## src/rtl/ervp_iterative_normalizer.sv

```systemverilog
// ervp_iterative_normalizer
//
// Purpose: multi-cycle normalizer that finds the left-shift count of a data
// word and produces the normalized word. With SIGNED_DATA=0 it counts
// leading zeros. With SIGNED_DATA=1 it counts leading bits equal to the sign
// bit, not counting the sign bit itself. One binary-search step is made per
// cycle, from the largest step size down to 1. The count is clamped to
// BW_DATA-1, so all-zero (or all-equal) words report BW_DATA-1.
//
// Ports:
//   clk                  clock, rising edge
//   rstnn                asynchronous active-low reset
//   input_valid/ready    input handshake; ready is high only in IDLE
//   input_data           word to normalize
//   output_valid/ready   output handshake; valid is high only in DONE
//   output_data          normalized word
//   output_shift_amount  number of left shifts applied (always >= 0)
//   output_zero          input was all zeros (unsigned) / all equal (signed)
//
// Optional feature macro: ERVP_NORMALIZER_ZERO_SHORTCUT_EN
//   When defined, an all-zero / all-equal word skips the search and goes
//   straight to DONE with the same result the full search would produce.

module ervp_iterative_normalizer #(
    parameter int BW_DATA         = 32,
    parameter int BW_SHIFT_AMOUNT = 6,
    parameter int SIGNED_DATA     = 0
) (
    input  logic                       clk,
    input  logic                       rstnn,
    input  logic                       input_valid,
    output logic                       input_ready,
    input  logic [BW_DATA-1:0]         input_data,
    output logic                       output_valid,
    input  logic                       output_ready,
    output logic [BW_DATA-1:0]         output_data,
    output logic [BW_SHIFT_AMOUNT-1:0] output_shift_amount,
    output logic                       output_zero
);

    localparam int NUM_STEPS = $clog2(BW_DATA);
    localparam int IDX_W     = (NUM_STEPS > 1) ? $clog2(NUM_STEPS) : 1;
    localparam int MAX_COUNT = BW_DATA - 1;

    typedef enum logic [1:0] {
        IDLE,
        BUSY,
        DONE
    } state_t;

    state_t                     state;
    logic [BW_DATA-1:0]         work;
    logic [BW_SHIFT_AMOUNT-1:0] count;
    logic [IDX_W-1:0]           step_idx;
    logic                       steps_done;
    logic                       zero_latched;

    int                         step_size;
    logic [BW_DATA-1:0]         top_bits;
    logic [BW_DATA-1:0]         ones_mask;
    logic                       take_step;
    logic                       input_is_zero;

    // Decide whether the current step is taken. The signed test looks at
    // s+1 bits because the sign bit itself must survive the shift. The clamp
    // keeps the count at BW_DATA-1 for all-zero / all-equal words, which is
    // also what makes non-power-of-two widths come out right.
    always_comb begin
        step_size = 1 << int'(step_idx);
        top_bits  = '0;
        ones_mask = '0;
        take_step = 1'b0;
        if (SIGNED_DATA != 0) begin
            top_bits  = work >> (MAX_COUNT - step_size);
            ones_mask = {BW_DATA{1'b1}} >> (MAX_COUNT - step_size);
            take_step = (top_bits == '0) || (top_bits == ones_mask);
        end else begin
            top_bits  = work >> (BW_DATA - step_size);
            take_step = (top_bits == '0);
        end
        if (int'(count) + step_size > MAX_COUNT) begin
            take_step = 1'b0;
        end
    end

    // Zero detection on the word being offered, latched at acceptance.
    always_comb begin
        input_is_zero = (input_data == '0);
        if ((SIGNED_DATA != 0) && (input_data == '1)) begin
            input_is_zero = 1'b1;
        end
    end

    // Control FSM and datapath registers. work and count double as the
    // output registers, so they hold steady through DONE. The search runs
    // NUM_STEPS cycles; one more BUSY cycle (steps_done set) registers the
    // move into DONE.
    always_ff @(posedge clk or negedge rstnn) begin
        if (!rstnn) begin
            state        <= IDLE;
            input_ready  <= 1'b0;
            output_valid <= 1'b0;
            work         <= '0;
            count        <= '0;
            step_idx     <= '0;
            steps_done   <= 1'b0;
            zero_latched <= 1'b0;
        end else begin
            case (state)
                IDLE: begin
                    input_ready <= 1'b1;
                    if (input_valid && input_ready) begin
                        input_ready  <= 1'b0;
                        work         <= input_data;
                        count        <= '0;
                        step_idx     <= IDX_W'(NUM_STEPS - 1);
                        steps_done   <= 1'b0;
                        zero_latched <= input_is_zero;
`ifdef ERVP_NORMALIZER_ZERO_SHORTCUT_EN
                        if (input_is_zero) begin
                            state        <= DONE;
                            output_valid <= 1'b1;
                            work         <= input_data << MAX_COUNT;
                            count        <= BW_SHIFT_AMOUNT'(MAX_COUNT);
                        end else begin
                            state <= BUSY;
                        end
`else
                        state <= BUSY;
`endif
                    end
                end
                BUSY: begin
                    if (steps_done) begin
                        state        <= DONE;
                        output_valid <= 1'b1;
                    end else begin
                        if (take_step) begin
                            work  <= work << step_size;
                            count <= count + BW_SHIFT_AMOUNT'(step_size);
                        end
                        if (step_idx == '0) begin
                            steps_done <= 1'b1;
                        end else begin
                            step_idx <= step_idx - 1'b1;
                        end
                    end
                end
                DONE: begin
                    if (output_ready) begin
                        state        <= IDLE;
                        output_valid <= 1'b0;
                        input_ready  <= 1'b1;
                    end
                end
                default: begin
                    state        <= IDLE;
                    input_ready  <= 1'b0;
                    output_valid <= 1'b0;
                end
            endcase
        end
    end

    assign output_data         = work;
    assign output_shift_amount = count;
    assign output_zero         = zero_latched;

endmodule
```

## config.mk

```make
export PLATFORM = sky130hd
export DESIGN_NAME = ervp_iterative_normalizer
export DESIGN_NICKNAME = d
export VERILOG_FILES = /design/src/rtl/ervp_iterative_normalizer.sv
export SDC_FILE = /design/constraint.sdc
export NUM_CORES = 1
export LEC_CHECK = 0
export CAP_MARGIN = 20
export CELL_PAD_IN_SITES_DETAIL_PLACEMENT = 0
export CELL_PAD_IN_SITES_GLOBAL_PLACEMENT = 1
export CORE_AREA = 4 4 116 118
export CTS_BUF_LIST = sky130_fd_sc_hd__clkbuf_4 sky130_fd_sc_hd__clkbuf_8 sky130_fd_sc_hd__clkbuf_16
export CTS_CLUSTER_SIZE = 14
export DETAILED_ROUTE_END_ITERATION = 8
export DIE_AREA = 0 0 120 122
export GPL_TIMING_DRIVEN = 0
export MAX_ROUTING_LAYER = met4
export PLACE_DENSITY = 0.78
export SLEW_MARGIN = 20
export SYNTH_ARGS = -nofsm -noshare
export SYNTH_HDL_FRONTEND = slang
export SYNTH_SLANG_ARGS = --single-unit
```

## constraint.sdc

```tcl
create_clock -name clk -period 5.7 [get_ports clk]
set_clock_uncertainty 0.15 [all_clocks]
set_input_delay 1.14 -clock clk [delete_from_list [all_inputs] [get_ports clk]]
set_output_delay 1.14 -clock clk [all_outputs]
set_load 0.1 [all_outputs]
```

==> run_1/layer_met2.png <==
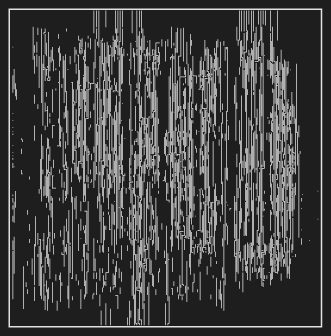
longest straight run = 80.4 um
share of all routed wire = 45%

==> run_1/layer_met1.png <==
Scale bar: 20 um.
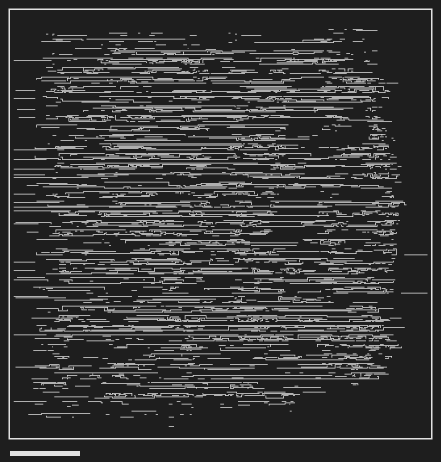
nets with wire on the layer = 707
longest straight run = 47.8 um

==> results.json, run 1 <==
{
  "run_status": "completed",
  "cts_root_buf": "clkbuf_16",
  "cp.arrival_ns": 5.42,
  "clock_latency_ns": 0.30,
  "hp-start": "output_zero",
  "dr.first_iter.drc_count": 514,
  "synth.top_cells.by_count": "100 x nand2_1, 54 x o21ai_0, 47 x dfrtp_1",
  "top_cell": "nand2_1",
  "final.fill_count": 1270,
  "async_reset_ff_share_pct": 100,
  "synth-edff-count": 0,
  "die_h_um": 122,
  "dp_cells": 874,
  "wl_per_cell_um": 23.4,
  "dp_hpwl_mm": 16.3,
  "synthesis.area_um2": 5020,
  "syn_inst": 625,
  "postCtsHoldBufs": 0,
  "post-place-ws_ns": -0.422,
  "dpl_cell_area_um2": 6010,
  "top_layer": "met4",
  "clkTransAtPathRegs_ns": 0.07,
  "max_cap_violations": 0,
  "r2r_cells": 20,
  "fp-utilization_pct": 40.2,
  "warnings": 30,
  "critical_path_required_ns": 5.73,
  "finalHoldViolations": 0,
  "grt_antenna_before_repair": 0,
  "rsz0062_at_grt": "no",
  "top_usage_layer": "met2",
  "h-tree-depth": 2,
  "finalSetupViolCount": 0,
  "grt_pass1_wl_mm": 31.6,
  "place_congestion": 0.952,
  "dieArea_um2": 14600,
  "worst_pin_slew_ns": 0.996,
  "drt-met1-wl_mm": 9.14,
  "ant_nets": 0,
  "cts_tree": "yes",
  "grt_pass1_vias": 5311,
  "critPathMaxFanout": 10,
  "final_cells": 878,
  "coreArea_um2": 12500,
  "min_to": "output_zero",
  "top_area_cell": "dfrtp_1",
  "timing.rr.end": "output_data[13]",
  "whs_ns": 0.335
}
==> run_1/congestion.png <==
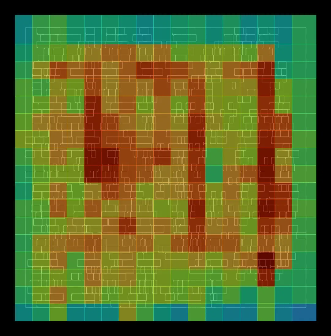
Overall Global Routing Usage: 28.7%
Final Util: 49.6%
met1 GRT Util: 39.4%
met3 GRT Util: 3.62%

==> run_1/metal_density.png <==
Scale bar: 20 um. The die is cut into 24 by 24 equal tiles; black is low, pale yellow is high, scaled to the fullest tile. Values are wire area over tile area, all layers added.
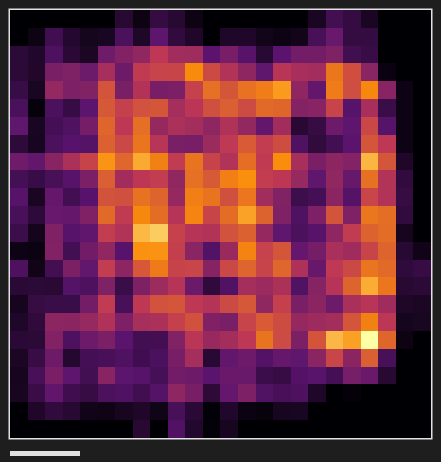
nearly empty tiles = 13%
emptiest ninth of the die = south-west
mean over tiles = 0.23
densest ninth of the die = centre

## run 1: layout by cell type (no fill, tap or decap), drive strengths merged, types with 3 or more instances in the layout
cell type,netlist,layout
o22ai,6,6
buf,21,20
mux4,16,16
nand2,100,100
a22oi,3,3
o31ai,5,5
o21ai,54,54
o41ai,3,3
a311oi,3,3
nor2,41,41
a211oi,20,20
clkdlybuf4s50,0,75
a21o,4,4
mux2,33,33
inv,17,17
xnor2,4,4
o2bb2ai,6,6
nand4,3,3
dfrtp,47,47
o221ai,5,5
nor4,10,10
and3b,10,10
nor3,9,9
a32o,3,3
a221oi,3,3
and2,5,5
o211ai,3,3
o21a,3,3
a21oi,43,43
nand2b,10,10
a2111oi,4,4
a22o,7,7
clkbuf,26,31
nand3,25,25
ha,13,13
nor2b,3,3
mux2i,24,24
o311ai,3,3
a31oi,6,6
a31o,3,3
## run 1: logic make-up after synthesis
kind of cell             Yosys count  synth area share, %
adder cells (fa/ha/maj)           14                 3.64
multiplexers                      73                 19.4
flip-flops                        47                 23.4
AND-OR/OR-AND                    198                 26.2
AND/OR/NAND/NOR                  223                 20.6
buffers and inverters             64                 5.59
XOR/XNOR                           6                 1.20
## run 1: worst max-delay path, stage by stage, from the launching register on
cell and delay [ns]:
dfrtp_1 0.42, inv_1 0.12, ha_2 0.29, and2b_2 0.26, inv_2 0.08, buf_2 0.20
clkbuf_4 0.23, clkbuf_4 0.23, ha_1 0.37, buf_2 0.31, mux2i_1 0.22, nand2_1 0.09
a211oi_1 0.25, a31oi_1 0.11, o311a_1 0.38, a211oi_1 0.23, a31oi_2 0.24, a21boi_2 0.33
buf_6 0.22, buf_6 0.17, mux2_1 0.33
## run 1: timing repair
| item | 4_1_cts | 5_1_grt |
|---|---|---|
| gates resized | 7 | 11 |
| setup endpoints to repair | 38 | 33 |
| gates cloned | 0 | 0 |
| pin swaps | 0 | 0 |
## run 1: registers in the layout, indices dropped and copies added (netlist names)
signal	flops
output_shift_amount	6
input_ready	1
output_zero	1
steps_done	1
output_data	32
state	2
step_idx	3
output_valid	1
## run 1: worst max-delay path by stage
stage | cells past startpoint | from | slack, ns | end
after floorplan | 19 | step_idx[0] | 1.10 | output_data[20]
after global placement | 19 | step_idx[0] | -0.41 | output_data[22]
after detailed placement | 19 | step_idx[0] | -0.42 | output_data[13]
after CTS | 20 | step_idx[0] | 0.12 | output_data[13]
after global routing | 19 | step_idx[1] | 0.0003 | output_data[13]
final | 20 | step_idx[0] | 0.31 | output_data[13]
## run 1: area by class of cell
cell class              count  area (um2)  area share, %
inverters                  17        63.8           1.03
flip-flops and latches     47        1180           19.0
clock buffers               5         125           2.02
repair buffers             77         776           12.5
well taps                 172         215           3.48
plain buffers              44         220           3.56
clock inverters             2        13.8          0.223
multi-input cells         514        3590           58.1
==> run_1/cell_density.png <==
Scale bar: 20 um. The die is cut into 12 by 12 equal tiles; black is low, pale yellow is high, 0 to 100% covered.
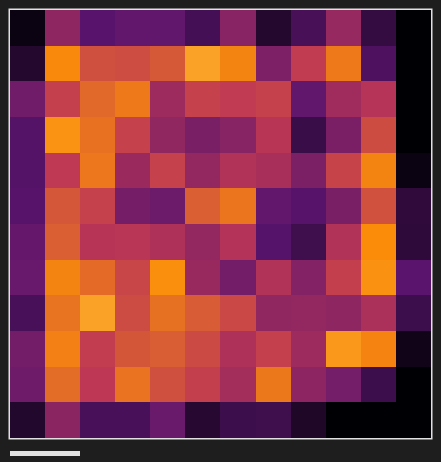

--- run 2 (diff from run 1) ---
--- a/config.mk
+++ b/config.mk
@@ -15,7 +15,7 @@
 export DIE_AREA = 0 0 120 122
 export GPL_TIMING_DRIVEN = 0
 export MAX_ROUTING_LAYER = met4
-export PLACE_DENSITY = 0.78
+export PLACE_DENSITY_LB_ADDON = 0.1
 export SLEW_MARGIN = 20
 export SYNTH_ARGS = -nofsm -noshare
 export SYNTH_HDL_FRONTEND = slang
==> run_2/cell_density.png <==
Scale bar: 20 um. The die is cut into 12 by 12 equal tiles; black is low, pale yellow is high, 0 to 100% covered.
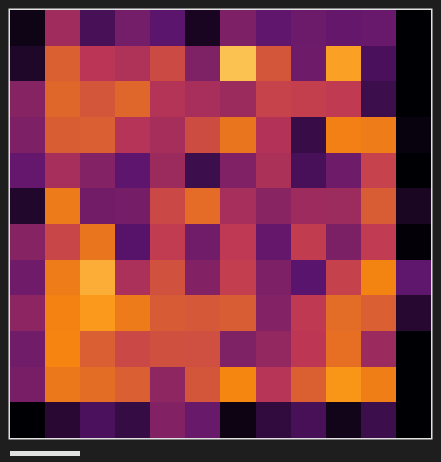
emptiest ninth of the die = north-east
fullest tile = 87%
nearly empty tiles = 6.2%
tiles over 75% full = 3.5%
mean over tiles = 41%

==> run 2 against run 1 <==
Maximum frequency is 4.3% lower. Critical endpoint is now output_data[17]. First-iteration DRC count grew 27%. Final area is 0.53% higher. Non-clock buffer count rose by 1. Wire length up 4.0%. Critical path depth decreased by 1. Setup slack worse by 0.24 ns.
==> results.json, run 2 <==
{
  "syn2layout_area_growth_pct": 23.9,
  "postCtsHoldBufs": 0,
  "synth.net_count": 675,
  "grt_pass1_vias": 5646,
  "synth-edff-count": 0,
  "dr.first_iter.drc_count": 653,
  "async_reset_ff_share_pct": 100,
  "ant_nets": 0,
  "dp_hpwl_mm": 16.9,
  "fp-utilization_pct": 40.2,
  "critical_path_required_ns": 5.72,
  "max_cap_violations": 0,
  "track_usage_pct": 29.7,
  "whs_ns": 0.364,
  "final.fill_count": 1241,
  "r2r_start": "step_idx[0]",
  "regArea_um2": 1180,
  "drive_gt1_share_pct": 11.4,
  "dieWidth_um": 120,
  "clkTransAtPathRegs_ns": 0.07,
  "synthesis.area_um2": 5020,
  "grt_pass1_wl_mm": 32.7,
  "clock-sinks": 47,
  "wl_per_cell_um": 24.2,
  "dieArea_um2": 14600,
  "rows": 41,
  "critPathMaxFanout": 10,
  "clock_latency_ns": 0.30,
  "coreArea_um2": 12500,
  "largest_register_ffs": 32,
  "run_status": "completed",
  "crit_path_start": "step_idx[0]",
  "mi_logic_area_um2": 3590,
  "place_congestion": 0.977,
  "min_path_type": "register to register",
  "worst_pin_slew_ns": 0.980,
  "n_antenna_cell": 0,
  "finalHoldViolations": 0,
  "post-place-ws_ns": -0.258,
  "finalSetupViolCount": 0,
  "synthFlopType": "dfrtp_1",
  "critPathKind": "register to register",
  "final_common_cell": "nand2_1",
  "syn_inst": 625,
  "cp.arrival_ns": 5.66,
  "lay_top_cells": "100 x nand2_1, 75 x clkdlybuf4s50_1, 54 x o21ai_0",
  "top_cell": "nand2_1",
  "hp-start": "output_zero",
  "die_h_um": 122,
  "warnings": 30,
  "synth.top_cells.by_count": "100 x nand2_1, 54 x o21ai_0, 47 x dfrtp_1",
  "cts_tree": "yes",
  "yosys_warnings": 0,
  "h-tree-depth": 2,
  "top_area_cell": "dfrtp_1",
  "cts_root_buf": "clkbuf_16",
  "grt_antenna_before_repair": 0
}
run 2: layout make-up:
class | instances | area share (%)
buffer | 44 | 3.48
clock buffer | 6 | 2.23
clock inverter | 2 | 0.624
inverter | 17 | 1.03
multi-input combinational | 514 | 57.7
sequential | 47 | 18.9
tap | 172 | 3.46
timing repair buffer | 78 | 12.6
run 2: metrics by stage:
stage,utilization [%],std cells,instance area (um2)
finish,49.9,880,6220
global route,49.9,880,6220
CTS,49.7,881,6200
detailed placement,48.2,874,6010
global placement,48.1,873,5990
floorplan,-,625,5020
run 2: worst paths after layout:
check / to / cells past startpoint / slack (ns)
min: output_zero / 2 / 0.36
max reg2reg: output_data[17] / 19 / 0.06
min reg2reg: output_zero / 2 / 0.36
min in group asynchronous: state[1] / 1 / 0.66
max: output_data[17] / 19 / 0.06
max in group asynchronous: output_data[4] / 2 / 4.19
run 2: routing by layer:
layer  up-vias  GRT usage [%]  part of all wire (%)
met5         -              -                     0
met4         0           9.31                   2.8
met3        45           3.11                   7.1
met2       309           46.9                    46
met1      2779           40.3                    44
li1       2527              -                     -
run 2: worst max-delay path, cell delays in order, from the launching register on:
cell and delay [ns]:
dfrtp_1 0.43, inv_1 0.11, ha_1 0.31, and2b_2 0.29, inv_2 0.10, buf_2 0.23, buf_2 0.29, clkbuf_4 0.28
ha_1 0.31, clkbuf_4 0.24, a2111oi_1 0.57, a211oi_1 0.14, a211oi_1 0.26, o31ai_1 0.12, a211oi_1 0.35, a31oi_2 0.24
a21boi_2 0.33, buf_6 0.22, buf_6 0.18, mux2_1 0.35
run 2: what timing repair did:
action / CTS / global route
cloned: 0 / 0
endpoints found under the setup margin: 38 / 29
endpoints found under the hold margin: 0 / 0
resized: 7 / 8
run 2: cells by family after synthesis:
| family | count (synthesis) | share of synthesized area (%) |
|---|---|---|
| fa+ha+maj | 14 | 3.64 |
| simple gates | 223 | 20.6 |
| xor+xnor | 6 | 1.20 |
| compound gates | 198 | 26.2 |
| buf+inv | 64 | 5.59 |
| flops | 47 | 23.4 |
| mux | 73 | 19.4 |
--- run 3 (diff from run 2) ---
--- a/config.mk
+++ b/config.mk
@@ -8,11 +8,11 @@
 export CAP_MARGIN = 20
 export CELL_PAD_IN_SITES_DETAIL_PLACEMENT = 0
 export CELL_PAD_IN_SITES_GLOBAL_PLACEMENT = 1
-export CORE_AREA = 4 4 116 118
+export CORE_AREA = 4 4 125 127
 export CTS_BUF_LIST = sky130_fd_sc_hd__clkbuf_4 sky130_fd_sc_hd__clkbuf_8 sky130_fd_sc_hd__clkbuf_16
 export CTS_CLUSTER_SIZE = 14
 export DETAILED_ROUTE_END_ITERATION = 8
-export DIE_AREA = 0 0 120 122
+export DIE_AREA = 0 0 129 131
 export GPL_TIMING_DRIVEN = 0
 export MAX_ROUTING_LAYER = met4
 export PLACE_DENSITY_LB_ADDON = 0.1
==> run_3/layer_met1.png <==
Scale bar: 50 um.
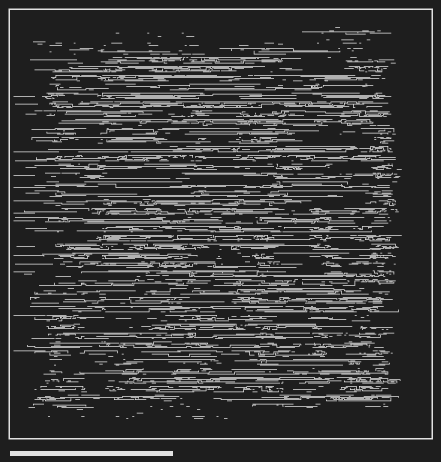
nets with wire on the layer = 708
longest straight run = 41.4 um

==> run 3 against run 2 <==
Final cell count up 1.4%. Critical path type unchanged. Sequential cell count did not move.
==> results.json, run 3 <==
{
  "run_status": "completed",
  "synthesis.area_um2": 5020,
  "crit_chain": "inv_1 -> ha_1 -> and2b_2 -> inv_2 -> buf_2 -> clkbuf_4 -> clkbuf_4 -> ha_2 -> clkbuf_4 -> mux2i_1 -> nand2_1 -> a211oi_1 -> a31oi_1 -> o311a_1 -> a211oi_1 -> a31oi_2 -> a21boi_2 -> buf_6 -> buf_6 -> mux2_1",
  "whs_ns": 0.339,
  "cp_slowest_cell": "dfrtp_1",
  "coreArea_um2": 14400,
  "finalHoldViolations": 0,
  "cp.arrival_ns": 5.47,
  "critPathKind": "register to register",
  "drive_gt1_share_pct": 11.7,
  "ant_nets": 0,
  "fmax_mhz": 184,
  "syn_inst": 625,
  "clock-sinks": 47,
  "max_stage_delay_ns": 0.43,
  "grt_pass1_vias": 5514,
  "slew_headroom_pct": 27.0,
  "die_h_um": 131,
  "synth-edff-count": 0,
  "post-place-ws_ns": -0.492,
  "max_cap_violations": 0,
  "rsz0062_at_grt": "no",
  "dp_hpwl_mm": 17.7,
  "worst_pin_slew_ns": 1.08,
  "async_reset_ff_share_pct": 100,
  "warnings": 30,
  "min_path_type": "register to register",
  "wl_per_cell_um": 25.2,
  "dr.first_iter.drc_count": 474,
  "track_usage_pct": 27.1,
  "finalSetupViolCount": 0,
  "clock_latency_ns": 0.30,
  "top_cell": "nand2_1",
  "worst-path-buf-inv": 8,
  "grt_pass1_wl_mm": 33.9,
  "top_area_cell": "dfrtp_1",
  "finalCritPeriodShare_pct": 95.6,
  "yosys_warnings": 0,
  "final.fill_count": 1512,
  "postCtsHoldBufs": 0,
  "dieArea_um2": 16900,
  "crit_top_cell": "clkbuf_4",
  "h-tree-depth": 2,
  "synth.top_cells.by_count": "100 x nand2_1, 54 x o21ai_0, 47 x dfrtp_1",
  "cts_tree": "yes",
  "synth.net_count": 675,
  "fin_area_um2": 6200,
  "final_common_cell": "nand2_1",
  "mi_logic_area_um2": 3590,
  "fp-utilization_pct": 34.8,
  "grt_antenna_before_repair": 0,
  "rows": 44,
  "path_delay_family": "buffers and inverters",
  "lay_top_cells": "100 x nand2_1, 75 x clkdlybuf4s50_1, 54 x o21ai_0",
  "place_congestion": 0.982,
  "dieWidth_um": 129,
  "cts_root_buf": "clkbuf_16",
  "topCellsByArea": "dfrtp_1 23%, nand2_1 7.5%, mux4_2 7.2%",
  "grt_max_degree": 31,
  "critPathMaxFanout": 10,
  "largest_register_ffs": 32,
  "critical_path_required_ns": 5.73,
  "synthFlopType": "dfrtp_1",
  "dpl_cell_area_um2": 6020,
  "n_antenna_cell": 0,
  "vias": 5589,
  "syn2layout_area_growth_pct": 23.7,
  "regArea_um2": 1180,
  "rrSetupSlack_ns": 0.25,
  "ys_seq_share_pct": 23.4,
  "clkTransAtPathRegs_ns": 0.07
}
-- run 3: cell counts after synthesis --
No cell type changed its count.
-- run 3: repair_timing --
| item | CTS | global route |
|---|---|---|
| setup endpoints to repair | 38 | 38 |
| pin swaps | 0 | 1 |
| setup buffers | 0 | 1 |
| resized | 8 | 11 |
-- run 3: worst register-to-register path, stage by stage, from the launching register on --
cell and delay, ns:
dfrtp_1 0.43, inv_1 0.12, ha_1 0.37, and2b_2 0.29, inv_2 0.07, buf_2 0.20, clkbuf_4 0.24, clkbuf_4 0.24
ha_2 0.39, clkbuf_4 0.27, mux2i_1 0.22, nand2_1 0.09, a211oi_1 0.29, a31oi_1 0.10, o311a_1 0.39, a211oi_1 0.26
a31oi_2 0.25, a21boi_2 0.23, buf_6 0.19, buf_6 0.18, mux2_1 0.34
-- run 3: cell families after synthesis --
logic type,count (synthesis),synth area share [%]
buf+inv,64,5.59
flops,47,23.4
xor+xnor,6,1.20
simple gates,223,20.6
fa+ha+maj,14,3.64
mux,73,19.4
compound gates,198,26.2
-- run 3: final cells by class --
type / instances / share of cell area [%]
clock inverters: 3 / 0.302
repair buffers: 78 / 12.6
clock buffers: 5 / 2.02
well taps: 184 / 3.71
flip-flops and latches: 47 / 19.0
multi-input cells: 514 / 57.8
inverters: 17 / 1.03
plain buffers: 44 / 3.55
-- run 3: metal layers --
metal  GRT usage, %  share of wire [%]  up-vias  routed length, um
met1           37.6                 46     2785              10300
li1               -                  -     2516                  -
met3           3.46                5.9       44               1330
met5              -                  0        -                  0
met4           8.09                2.6        0                594
met2           41.4                 46      244              10300
-- run 3: worst paths after layout --
kind | start | endpoint | depth (start not counted)
max in group asynchronous | rstnn | output_data[7] | 2
min reg2reg | output_zero | output_zero | 2
min | output_zero | output_zero | 2
max | step_idx[0] | output_data[13] | 20
max reg2reg | step_idx[0] | output_data[13] | 20
min in group asynchronous | rstnn | output_shift_amount[0] | 1
-- run 3: through the flow --
step / utilization, % / TNS [ns] / std cells
floorplan: - / 0 / 625
global placement: 41.6 / -11.02 / 885
detailed placement: 41.8 / -12.89 / 886
CTS: 42.8 / 0 / 892
global route: 43.0 / 0 / 892
finish: 43.0 / 0 / 892
